==> images/placed.png <==
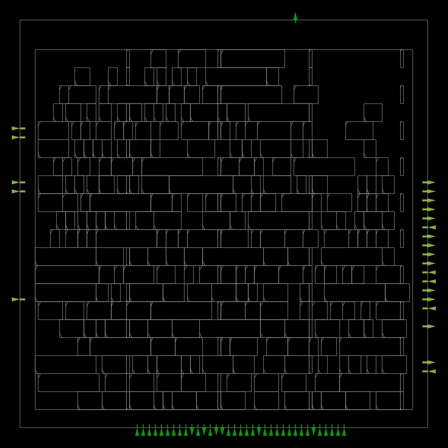
==> images/port_trees.png <==
Scale bar: 20 µm.
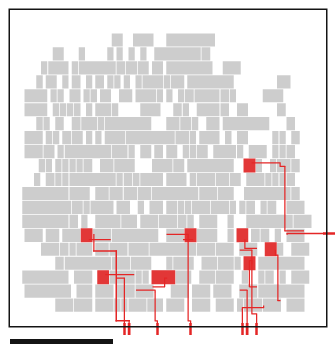
==> images/layers.png <==
Two of the layers only.
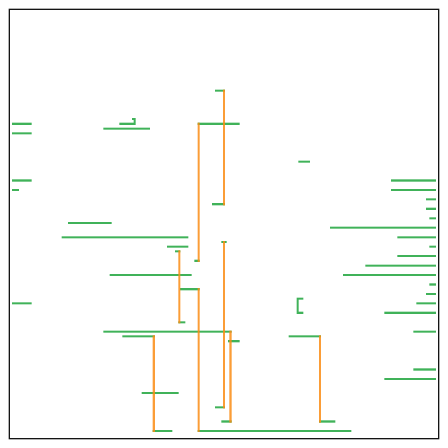
$ cat config.mk
export PLATFORM = sky130hd
export DESIGN_NAME = mux_reg_arbiter
export DESIGN_NICKNAME = d
export VERILOG_FILES = /design/src/rtl/mux_reg_arbiter.sv
export SDC_FILE = /design/constraint.sdc
export NUM_CORES = 1
export LEC_CHECK = 0
export ABC_AREA = 1
export CORE_MARGIN = 2
export CORE_UTILIZATION = 42
export CTS_CLUSTER_SIZE = 40
export DETAILED_ROUTE_END_ITERATION = 12
export GPL_TIMING_DRIVEN = 0
export PLACE_DENSITY = 0.89
export SLEW_MARGIN = 20
export SYNTH_ARGS = -nofsm -noshare
export SYNTH_HDL_FRONTEND = slang
export SYNTH_SLANG_ARGS = --single-unit
$ cat constraint.sdc
create_clock -name clk -period 1.7 [get_ports clk]
set_input_delay 0.425 -clock clk [delete_from_list [all_inputs] [get_ports clk]]
set_output_delay 0.425 -clock clk [all_outputs]
set_load 0.005 [all_outputs]
$ cat src/rtl/mux_reg_arbiter.sv
// Round-robin arbiter sequencing four requesters through a shared 4:1 mux
// into a single-entry output register with valid/ready backpressure.
module mux_reg_arbiter #(
    parameter int WIDTH     = 8,
    parameter int MAX_BURST = 4
) (
    input  logic             clk,
    input  logic             rst,
    input  logic [3:0]       in_valid,
    input  logic [WIDTH-1:0] in_data0,
    input  logic [WIDTH-1:0] in_data1,
    input  logic [WIDTH-1:0] in_data2,
    input  logic [WIDTH-1:0] in_data3,
    output logic [3:0]       in_ready,
    output logic             out_valid,
    output logic [WIDTH-1:0] out_data,
    output logic [1:0]       out_src,
    input  logic             out_ready,
    output logic [3:0]       gnt,
    output logic             busy
);

    localparam int CW = $clog2(MAX_BURST + 1);
    localparam logic [CW-1:0] LAST = CW'(MAX_BURST - 1);

    typedef enum logic {IDLE, GRANT} state_t;

    state_t         state, state_nxt;
    logic [1:0]     ptr, ptr_nxt;
    logic [1:0]     gnt_idx, gnt_nxt;
    logic [CW-1:0]  burst_cnt, cnt_nxt;
    logic [WIDTH-1:0] mux_data;
    logic [1:0]     pick, cand;
    logic           pick_found;
    logic           sel_valid, path_free, xfer, drain;

    always_comb begin
        mux_data = in_data0;
        unique case (gnt_idx)
            2'd0: mux_data = in_data0;
            2'd1: mux_data = in_data1;
            2'd2: mux_data = in_data2;
            2'd3: mux_data = in_data3;
        endcase
    end

    // Rotating priority scan starting at ptr
    always_comb begin
        pick       = ptr;
        pick_found = 1'b0;
        cand       = ptr;
        for (int k = 0; k < 4; k++) begin
            cand = ptr + 2'(k);
            if (!pick_found && in_valid[cand]) begin
                pick       = cand;
                pick_found = 1'b1;
            end
        end
    end

    assign busy      = (state == GRANT);
    assign sel_valid = in_valid[gnt_idx];
    assign path_free = !out_valid || out_ready;
    assign xfer      = busy && sel_valid && path_free;
    assign drain     = out_valid && out_ready;

    always_comb begin
        in_ready = 4'b0000;
        gnt      = 4'b0000;
        if (busy) begin
            gnt = 4'b0001 << gnt_idx;
            if (path_free) begin
                in_ready = 4'b0001 << gnt_idx;
            end
        end
    end

    always_comb begin
        state_nxt = state;
        ptr_nxt   = ptr;
        gnt_nxt   = gnt_idx;
        cnt_nxt   = burst_cnt;
        unique case (state)
            IDLE: begin
                if (pick_found) begin
                    state_nxt = GRANT;
                    gnt_nxt   = pick;
                    cnt_nxt   = '0;
                end
            end
            GRANT: begin
                if (!sel_valid || (xfer && burst_cnt == LAST)) begin
                    state_nxt = IDLE;
                    ptr_nxt   = gnt_idx + 2'd1;
                    cnt_nxt   = '0;
                end else if (xfer) begin
                    cnt_nxt = burst_cnt + CW'(1);
                end
            end
        endcase
    end

    always_ff @(posedge clk or negedge rst) begin
        if (!rst) begin
            state     <= IDLE;
            ptr       <= 2'd0;
            gnt_idx   <= 2'd0;
            burst_cnt <= '0;
        end else begin
            state     <= state_nxt;
            ptr       <= ptr_nxt;
            gnt_idx   <= gnt_nxt;
            burst_cnt <= cnt_nxt;
        end
    end

    // A load takes priority over a drain so a back-to-back beat has no bubble
    always_ff @(posedge clk or negedge rst) begin
        if (!rst) begin
            out_valid <= 1'b0;
            out_data  <= '0;
            out_src   <= 2'd0;
        end else if (xfer) begin
            out_valid <= 1'b1;
            out_data  <= mux_data;
            out_src   <= gnt_idx;
        end else if (drain) begin
            out_valid <= 1'b0;
        end
    end

endmodule

==> flow_summary.json <==
{
  "r2r-end": "ptr[1]$_DFFE_PN0P_",
  "rrSetupSlack_ns": -0.08,
  "min_from": "out_data[7]$_DFFE_PN0P_",
  "netlist_area_mm2": 0.00139,
  "dpl.cell_count": 299,
  "finalCritPeriodShare_pct": 105,
  "dp_hpwl_um": 3000,
  "clk_pin_slew_ns": 0.12,
  "maxCapViolCount": 0,
  "inv_count": 19,
  "route.top_layer_used": "met4",
  "ys_seq_share_pct": 34.1,
  "async_flop_share_pct": 100,
  "top_cell_area_share_pct": 34.1,
  "yosysWarnings": 0,
  "syn_avg_cell_area_um2": 7.08,
  "seq_area_um2": 479,
  "grt_max_degree": 20,
  "wl_met3_um": 226,
  "p_seq_uw": 813,
  "grt_use_met1_pct": 31.6,
  "mostFrequentLayoutCells": "nand2_1 (69), clkdlybuf4s50_1 (47), nand2_2 (17)",
  "gr-usage-met2_pct": 46.0,
  "largest_class": "multi-input combinational cells",
  "drt-initial-drc-count": 50,
  "seq_power_share_pct": 18.9,
  "max-vdd-ir-drop_v": 0.00118,
  "p_comb_mw": 3.23,
  "ys_cells": 197,
  "hold-path-cell-count": 2,
  "first_global_vias": 1567,
  "rr_startpoint": "gnt_idx[0]$_DFFE_PN0P_",
  "layout-drive-gt1-share_pct": 28.8,
  "cp_slowest_stage_delay_ns": 0.46,
  "place_area_mm2": 0.00203,
  "p_leak_nw": 1.16,
  "path_max_fanout": 4,
  "layout_setup_ws_ns": -0.0904,
  "synth_cell_type_count": 25,
  "worstMarginPinSlew_ns": 0.883,
  "failed_checks": "setup timing",
  "fin_setup_tns_ns": -0.447,
  "met1_length_um": 1910,
  "openroad.warnings": 32,
  "comb_area_um2": 908,
  "critical_path_buf_inv_count": 3,
  "signal_buffers": 81,
  "status": "finished, violations left",
  "cts-root-buf": "clkbuf_4",
  "enable_flop_cells": 0,
  "grt-ovfl-total": 0,
  "post-route-util_pct": 74.7,
  "die_w_um": 61.6,
  "synth-xor-area-share_pct": 0.628,
  "top_power_group": "combinational cells",
  "seqAreaFraction_pct": 20.7,
  "flops": 19,
  "cts_tree": "yes",
  "lay_top_count": "nand2_1",
  "yosysMostFrequentCell": "nand2_1",
  "fmax_mhz": 559,
  "netSwitchingFraction_pct": 47.8,
  "wl_met2_um": 2430,
  "routed_via_density": 5.19,
  "yosysTopAreaCell": "dfrtp_1",
  "p_sw_mw": 2.05,
  "start_kind": "register",
  "numClockSinks": 19,
  "cp_top_family": "flip-flops",
  "nonClkBufAreaFrac_pct": 33.1,
  "ff2ff_path_depth": 12,
  "power.density_mw_per_mm2": 1850,
  "fin_cells": 318,
  "p_comb_share_pct": 75.3,
  "worstSkewPairLatency_ns": 0.31,
  "dieArea_mm2": 0.00380,
  "worstSetupStartpoint": "gnt_idx[1]$_DFFE_PN0P_",
  "largest_reg_flops": 8,
  "postSynthCellCount": 197,
  "yosys-top-cells-area": "dfrtp_1 (34%), nand2_1 (21%), ha_1 (6.3%)",
  "clk_path_buf_depth": 2,
  "dieHeight_um": 61.6,
  "ys_area_mm2": 0.00139,
  "hold_path_end": "out_data[7]$_DFFE_PN0P_",
  "fin_area_mm2": 0.00232,
  "grt_busiest_layer": "met2",
  "firstDrtPassIters": 4,
  "p_int_mw": 2.24,
  "cts_buffers": 3,
  "num_antenna_cells": 0,
  "comb_area_share_pct": 39.2,
  "final.setup_skew_ns": 0.00737,
  "synthMuxAreaShare_pct": 0,
  "endpoint_kind": "output port",
  "aoi_share_pct": 16.4,
  "synth_nets": 243,
  "ys_top_logic_family": "simple AND/OR/NAND/NOR gates",
  "clockBufferCount": 3,
  "use_met3_pct": 4.83,
  "hold_viol_final": 0,
  "hold_slack_ns": 0.503,
  "postCtsSetupBuffers": 13,
  "top_cells_by_count": "nand2_1 (79), dfrtp_1 (19), inv_1 (16), o21ai_0 (10)",
  "cts_htree_levels": 1,
  "cts_resized": 62,
  "clkCellAreaFrac_pct": 1.19,
  "antenna_found_initial": 0,
  "largest_register": "out_data",
  "cts_hold_buf": 0,
  "routabilityCongestion": 0.841,
  "fin_crit_ns": 1.79,
  "drc": 0,
  "taps": 44,
  "setup_violations": 12,
  "grt_pass1_wl_um": 7210,
  "synth_adder_area_share_pct": 6.28,
  "slew_headroom_pct": 41.0,
  "area_growth_pct": 66.3
}
## Picture notes: placed.png
Site Rows: 20
Fill cells: 239

## Picture notes: port_trees.png
[red] `in_data0` | direction: input | end cells: 8 | buffers: 8 | wire: 170 µm
number of I/O pins: 59
# port buffers: 58

## Picture notes: layers.png
[green] M3 | wire length: 227 µm
[orange] M4 | wire length: 129 µm
WL final: 4700 µm
WL/cell: 14.8 µm
total track usage: 26.2%
Vias: 1651

